`config.mk`:
```
export PLATFORM = sky130hd
export DESIGN_NAME = serial_pattern_detector
export DESIGN_NICKNAME = d
export VERILOG_FILES = /design/src/rtl/serial_pattern_detector.sv
export SDC_FILE = /design/constraint.sdc
export NUM_CORES = 1
export LEC_CHECK = 0
export ABC_AREA = 0
export CORE_MARGIN = 4
export CORE_UTILIZATION = 48
export DETAILED_ROUTE_END_ITERATION = 10
export GPL_ROUTABILITY_DRIVEN = 1
export GPL_TIMING_DRIVEN = 0
export PLACE_DENSITY_LB_ADDON = 0.12
export SYNTH_ARGS = -nofsm -noshare
export SYNTH_HDL_FRONTEND = slang
export SYNTH_SLANG_ARGS = --single-unit
```
`constraint.sdc`:
```
create_clock -name clk -period 2.6 [get_ports clk]
set_input_delay 0.52 -clock clk [delete_from_list [all_inputs] [get_ports clk]]
set_output_delay 0.52 -clock clk [all_outputs]
set_load 0.01 [all_outputs]
```
`src/rtl/serial_pattern_detector.sv`:
```
// Serial shift window that flags occurrences of PATTERN and keeps a saturating match count.
// The fill counter qualifies a match so that a partial window (or a consumed one when OVERLAP=0) never fires.
module serial_pattern_detector #(
  parameter int                 WIDTH   = 4,
  parameter logic [WIDTH-1:0]   PATTERN = 4'b1011,
  parameter bit                 OVERLAP = 1'b1,
  parameter int                 CNT_W   = 4
) (
  input  logic             clk,
  input  logic             R,
  input  logic             en,
  input  logic             sin,
  input  logic             load,
  input  logic [WIDTH-1:0] pin,
  output logic [WIDTH-1:0] q,
  output logic             match,
  output logic [CNT_W-1:0] match_cnt,
  output logic             overflow
);

  localparam int FILL_W = $clog2(WIDTH + 1);
  localparam logic [FILL_W-1:0] FILL_FULL = FILL_W'(WIDTH);
  localparam logic [CNT_W-1:0]  CNT_MAX   = {CNT_W{1'b1}};

  logic [WIDTH-1:0]  r_q;
  logic [FILL_W-1:0] r_fill;
  logic              r_match;
  logic [CNT_W-1:0]  r_cnt;
  logic              r_ovf;

  logic [WIDTH-1:0]  w_q_shift;
  logic [FILL_W-1:0] w_fill_inc;
  logic              w_hit;

  // Window and fill as they will be after a shift edge; the match decision uses these.
  always_comb begin
    w_q_shift  = {r_q[WIDTH-2:0], sin};
    w_fill_inc = (r_fill == FILL_FULL) ? FILL_FULL : r_fill + 1'b1;
    w_hit      = (w_q_shift == PATTERN) && (w_fill_inc == FILL_FULL);
  end

  always_ff @(posedge clk) begin
    if (!R) begin
      r_q     <= '0;
      r_fill  <= '0;
      r_match <= 1'b0;
      r_cnt   <= '0;
      r_ovf   <= 1'b0;
    end else if (load) begin
      r_q     <= pin;
      r_fill  <= FILL_FULL;
      r_match <= 1'b0;
    end else if (en) begin
      r_q     <= w_q_shift;
      r_match <= w_hit;
      // Non-overlapping mode forces a complete refill before the next match.
      r_fill  <= (w_hit && !OVERLAP) ? '0 : w_fill_inc;
      if (w_hit) begin
        if (r_cnt != CNT_MAX) r_cnt <= r_cnt + 1'b1;
        else                  r_ovf <= 1'b1;
      end
    end else begin
      r_match <= 1'b0;
    end
  end

  assign q         = r_q;
  assign match     = r_match;
  assign match_cnt = r_cnt;
  assign overflow  = r_ovf;

endmodule

```
Run 1, the metal 3 layer:
Scale bar: 10 um.
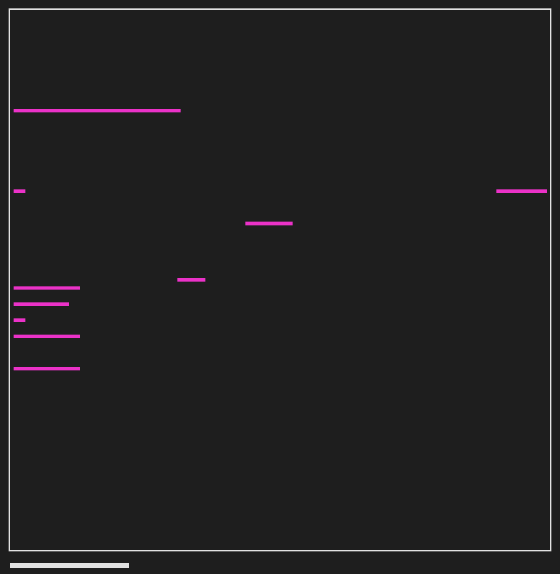
The layer holds 3.5% of the routed length. The wires run mostly horizontal.
GRT met3 Usage: 0.0356
routed wire length: 1300 um
Vias: 584

Run 1, clock wiring as the flow saved it:
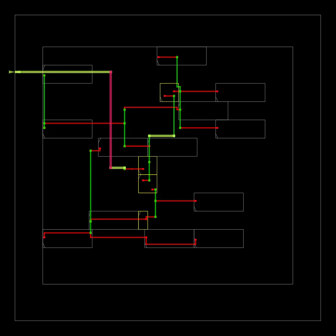
flip-flops: 13
Num CTS Buffers: 3
CTS Sinks: 13
Insertion Delay late pin: 0.27 ns
CLK BUF: 4

==> GITHUB_STEP_SUMMARY, run 1 <==
### Yosys + OpenROAD results

| Metric | Value |
|---|---|
| CTS root buf | `clkbuf_4` |
| Nets | `108` |
| Cell Area, Synth | `677 um^2` |
| Layout cell share with drive strength beyond 1 | `0.0947` |
| Synth top cells by count | `dfxtp_1 (13), a21oi_1 (7), mux2i_1 (6), nor2_1 (6), inv_1 (5)` |
| Die H | `45.6 um` |
| Sequential share of the synthesized area | `0.384` |
| Worst r2r src | `r_fill[0]$_SDFFE_PP0P_` |
| Outcome | `finished clean` |
| Iter 0 DRT Violations | `1` |
| Pre-CTS setup slack | `0.428 ns` |
| Hold Crit Class | `reg -> reg` |
| P_sw | `0.0000967 W` |
| Clk network pwr share | `0.318` |
| VDD IR max | `283 uV` |
| Syn Nets | `86` |
| Cell Type Count | `27` |
| Fp_density | `0.514` |
| Largest area contributor in the netlist | `dfxtp_1` |
| Max Freq | `0.530 GHz` |
| Logic inverters | `6` |
| Overall Power | `0.000393 W` |
| Logic power comb | `0.0000560 W` |
| Chip Area | `2070 um^2` |
| Cell Count, Final, Fillers Out | `110` |
| Dominant cell area share | `0.384` |
| Register area | `260 um^2` |
| Worst Skew | `0.00171 ns` |
| Antenna Nets Post-Route | `0` |
| Buffers on Ports | `17` |
| Worst r2r dst | `match_cnt[3]$_SDFFE_PN0P_` |
| Clock network power | `0.000125 W` |
| Worst Hold Depth | `2` |
| Layout clock area frac | `0.0295` |
| Die X | `45.6 um` |
| Sw frac | `0.246` |
| Comb area share | `0.425` |
| # Cells Yosys | `74` |
| Fraction of area in registers | `0.292` |
| Hold_buf cts | `0` |
| Reg power frac | `0.539` |
| Cell Int Power | `0.000296 W` |
| Fill count | `108` |
| Most frequent logic cells in the routed design | `clkdlybuf4s50_1 (17), dfxtp_1 (13), a21oi_1 (7)` |
Run 1, M1 wires:
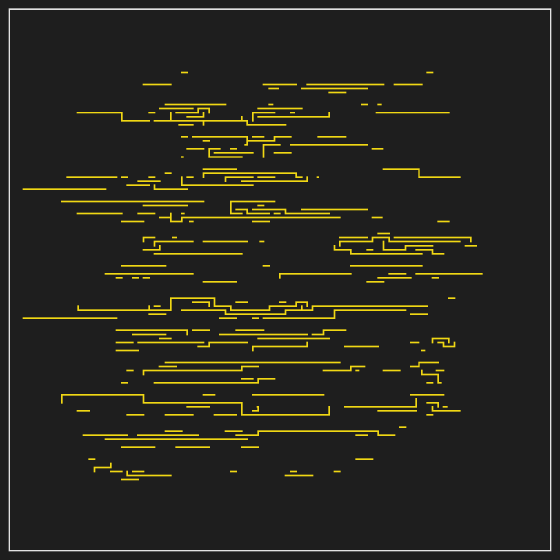
98 nets have wire on it. The layer holds 48% of the routed length. The longest straight run is 14.7 um. The wires run mostly horizontal.
met1 usage: 0.202

Run 1, wire density map:
Scale bar: 10 um. The die is cut into 9 by 9 equal tiles; dark blue is low, red is high, scaled to the fullest tile. Values are wire area over tile area, all layers added.
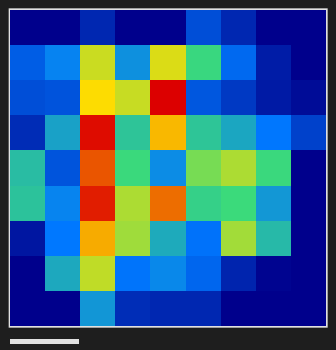
The densest ninth of the die: centre. The fullest tile reaches 0.32. The emptiest ninth of the die: upper right. The mean over all tiles is 0.098. 21% of the tiles are over half the peak. 22% of the tiles are nearly empty.
routed len/inst: 11.8 um
GRT Util Overall: 0.154

run 1: kinds of logic after synthesis:
| logic type | count (synthesis) | share of synthesized area |
|---|---|---|
| AND-OR/OR-AND | 17 | 0.183 |
| adder cells (fa/ha/maj) | 3 | 0.0555 |
| buffers and inverters | 8 | 0.0554 |
| flip-flops | 13 | 0.384 |
| multiplexers | 6 | 0.0887 |
| AND/OR/NAND/NOR | 27 | 0.233 |
run 1: routing by layer:
layer,wire length (um),GRT usage,vias to the layer above
met1,624,0.202,267
met5,0,0,-
met4,14,0.0702,0
li1,-,-,305
met2,616,0.237,10
met3,45,0.0356,2
run 1: critical path, cell delays in order, from the launching register on:
cell and delay [ns]:
dfxtp_1 0.40, inv_1 0.08, ha_1 0.33, and4bb_4 0.32
o2111ai_4 0.17, or3_1 0.38, a21oi_1 0.14
## Run 2: what changed since run 1
--- a/config.mk
+++ b/config.mk
@@ -7,7 +7,7 @@
 export LEC_CHECK = 0
 export ABC_AREA = 0
 export CORE_MARGIN = 4
-export CORE_UTILIZATION = 48
+export CORE_UTILIZATION = 41
 export DETAILED_ROUTE_END_ITERATION = 10
 export GPL_ROUTABILITY_DRIVEN = 1
 export GPL_TIMING_DRIVEN = 0
==> constraint.sdc (replaced) <==
create_clock -name clk -period 1.6 [get_ports clk]
set_input_delay 0.32 -clock clk [delete_from_list [all_inputs] [get_ports clk]]
set_output_delay 0.32 -clock clk [all_outputs]
set_load 0.01 [all_outputs]
Run 2, clock wiring as the flow saved it:
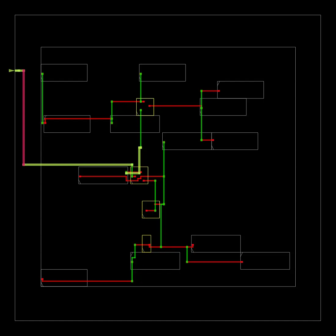
Worst Skew: 0.00656 ns
clock network power: 0.000204 W

Run 2, M1 wires:
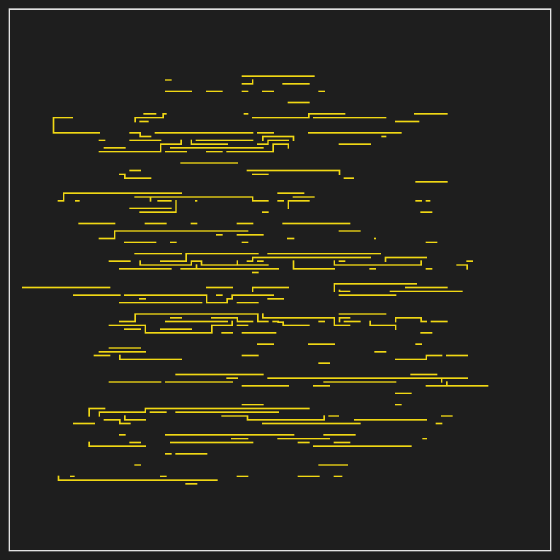
The layer carries 676 um of wire. The layer holds 47% of the routed length. The longest straight run is 17.9 um. The wires run mostly horizontal. 100 nets have wire on it.
routed wire length: 1440 um
met1 usage: 0.154
Vias: 613

==> run 2 against run 1 <==
Net effect:
- the run now ends with setup timing left
- area after synthesis unchanged
- flip-flop count unchanged
- first-iteration DRC count rose to 14 times the previous value
- design area up 6.3%
- clock skew is 0.0048 ns higher
- die area rose by 14%
- via count grew 5.0%
- highest routed layer unchanged
- critical path depth is the same
- hold slack worse by 0.13 ns
- largest power group unchanged
==> GITHUB_STEP_SUMMARY, run 2 <==
### Yosys + OpenROAD results

| Metric | Value |
|---|---|
| Outcome | `finished with violations (was finished clean)` |
| Failing checks | `setup timing` |
| WL met3 | `60 um (was 45 um)` |
| CTS Sinks | `13 (unchanged)` |
| XOR/XNOR Fraction of Synth Area | `0 (unchanged)` |
| Worst r2r dst | `match_cnt[1]$_SDFFE_PN0P_ (was match_cnt[3]$_SDFFE_PN0P_)` |
| Layout cell share with drive strength beyond 1 | `0.232 (was 0.0947)` |
| Largest area contributor in the netlist | `dfxtp_1 (unchanged)` |
| Max incr delay on CP | `0.39 ns (was 0.40 ns)` |
| Most frequent logic cells in the routed design | `clkdlybuf4s50_1 (17), a21oi_1 (7), dfxtp_1 (7) (was clkdlybuf4s50_1 (17), dfxtp_1 (13), a21oi_1 (7))` |
| Hold_buf cts | `0 (unchanged)` |
| Max Freq | `0.611 GHz (was 0.530 GHz)` |
| P_sw | `0.000161 W (was 0.0000967 W)` |
| Reg power frac | `0.535 (was 0.539)` |
| Chip Area | `2360 um^2 (was 2070 um^2)` |
| Hold Crit Class | `in -> reg (was reg -> reg)` |
| Sw frac | `0.248 (was 0.246)` |
| Register area | `268 um^2 (was 260 um^2)` |
| Routed len/inst | `12.5 um (was 11.8 um)` |
| Overall Power | `0.000648 W (was 0.000393 W)` |
| CTS root buf | `clkbuf_4 (unchanged)` |
| Antenna Nets Post-Route | `0 (unchanged)` |
| Yosys simple share | `0.233 (unchanged)` |
| GRT Util Overall | `0.125 (was 0.154)` |
| Die X | `48.6 um (was 45.6 um)` |
| Final setup fails | `2 (was 0)` |
| Clk network pwr share | `0.315 (was 0.318)` |
| Synth Area in Adders | `0.0555 (unchanged)` |
| Cells after DPL | `107 (was 106)` |
| Global route hottest layer | `met2 (unchanged)` |
| Buffers on Ports | `17 (unchanged)` |
| Critical path depth in cells | `6 (unchanged)` |
| Num CTS Buffers | `3 (unchanged)` |
| Nets | `112 (was 108)` |
| Dominant cell area share | `0.384 (unchanged)` |
| Fp_density | `0.439 (was 0.514)` |
| Critical-path cell list | `inv_2 -> ha_4 -> and4bb_4 -> o2111ai_4 -> or3b_1 -> a21oi_1 (was inv_1 -> ha_1 -> and4bb_4 -> o2111ai_4 -> or3_1 -> a21oi_1)` |
| Top sig layer | `met4 (unchanged)` |
| Insertion Delay late pin | `0.27 ns (about the same)` |
| Synth top cells by count | `dfxtp_1 (13), a21oi_1 (7), mux2i_1 (6), nor2_1 (6), inv_1 (5) (unchanged)` |
| Critical path buffer and inverter count | `1 (unchanged)` |
| M1 WL | `676 um (was 624 um)` |
| Delay-heaviest family, CP | `simple AND/OR/NAND/NOR gates (unchanged)` |
| Cell Int Power | `0.000487 W (was 0.000296 W)` |
| Pre-CTS setup slack | `-0.360 ns (was 0.428 ns)` |
| Fill count | `139 (was 108)` |
| Ao+oa area frac | `0.183 (unchanged)` |
| Cell with the most instances after synthesis | `dfxtp_1 (unchanged)` |
| Cell Type Count | `27 (unchanged)` |
| Iter 0 DRT Violations | `14 (was 1)` |
| Syn Nets | `86 (unchanged)` |
| GRT met3 Usage | `0.0276 (was 0.0356)` |
| Sequential share of the synthesized area | `0.384 (unchanged)` |
| Routed length on met2 | `686 um (was 616 um)` |
| # Cells Yosys | `74 (unchanged)` |
| Setup WS post-layout | `-0.0361 ns (was 0.713 ns)` |
| Top logic family | `simple AND/OR/NAND/NOR gates (unchanged)` |
run 2: cell counts after synthesis:
No cell type changed its count.
run 2: cell type report:
type | instances | share of cell area
well taps | 16 | 0.0211
flip-flops and latches | 13 | 0.282
repair buffers | 21 | 0.211
multi-input cells | 53 | 0.418
clock buffers | 4 | 0.0277
plain buffers | 2 | 0.0158
inverters | 6 | 0.0237
run 2: stage by stage:
stage                      TNS, ns  area, um^2
after floorplan           -0.00942         692
after global placement       -1.20         882
after detailed placement     -1.24         882
after CTS                  -0.0917         938
after global routing        -0.424         948
final                      -0.0470         948
run 2: worst min-delay path: cells and delay by family:
family | cells | cell delay (ns)
buffers and inverters | 1 | 0.13
and+or+nand+nor | 1 | 0.07
AOI/OAI and AO/OA | 1 | 0.05
Power is estimated from default activity; no workload was simulated.
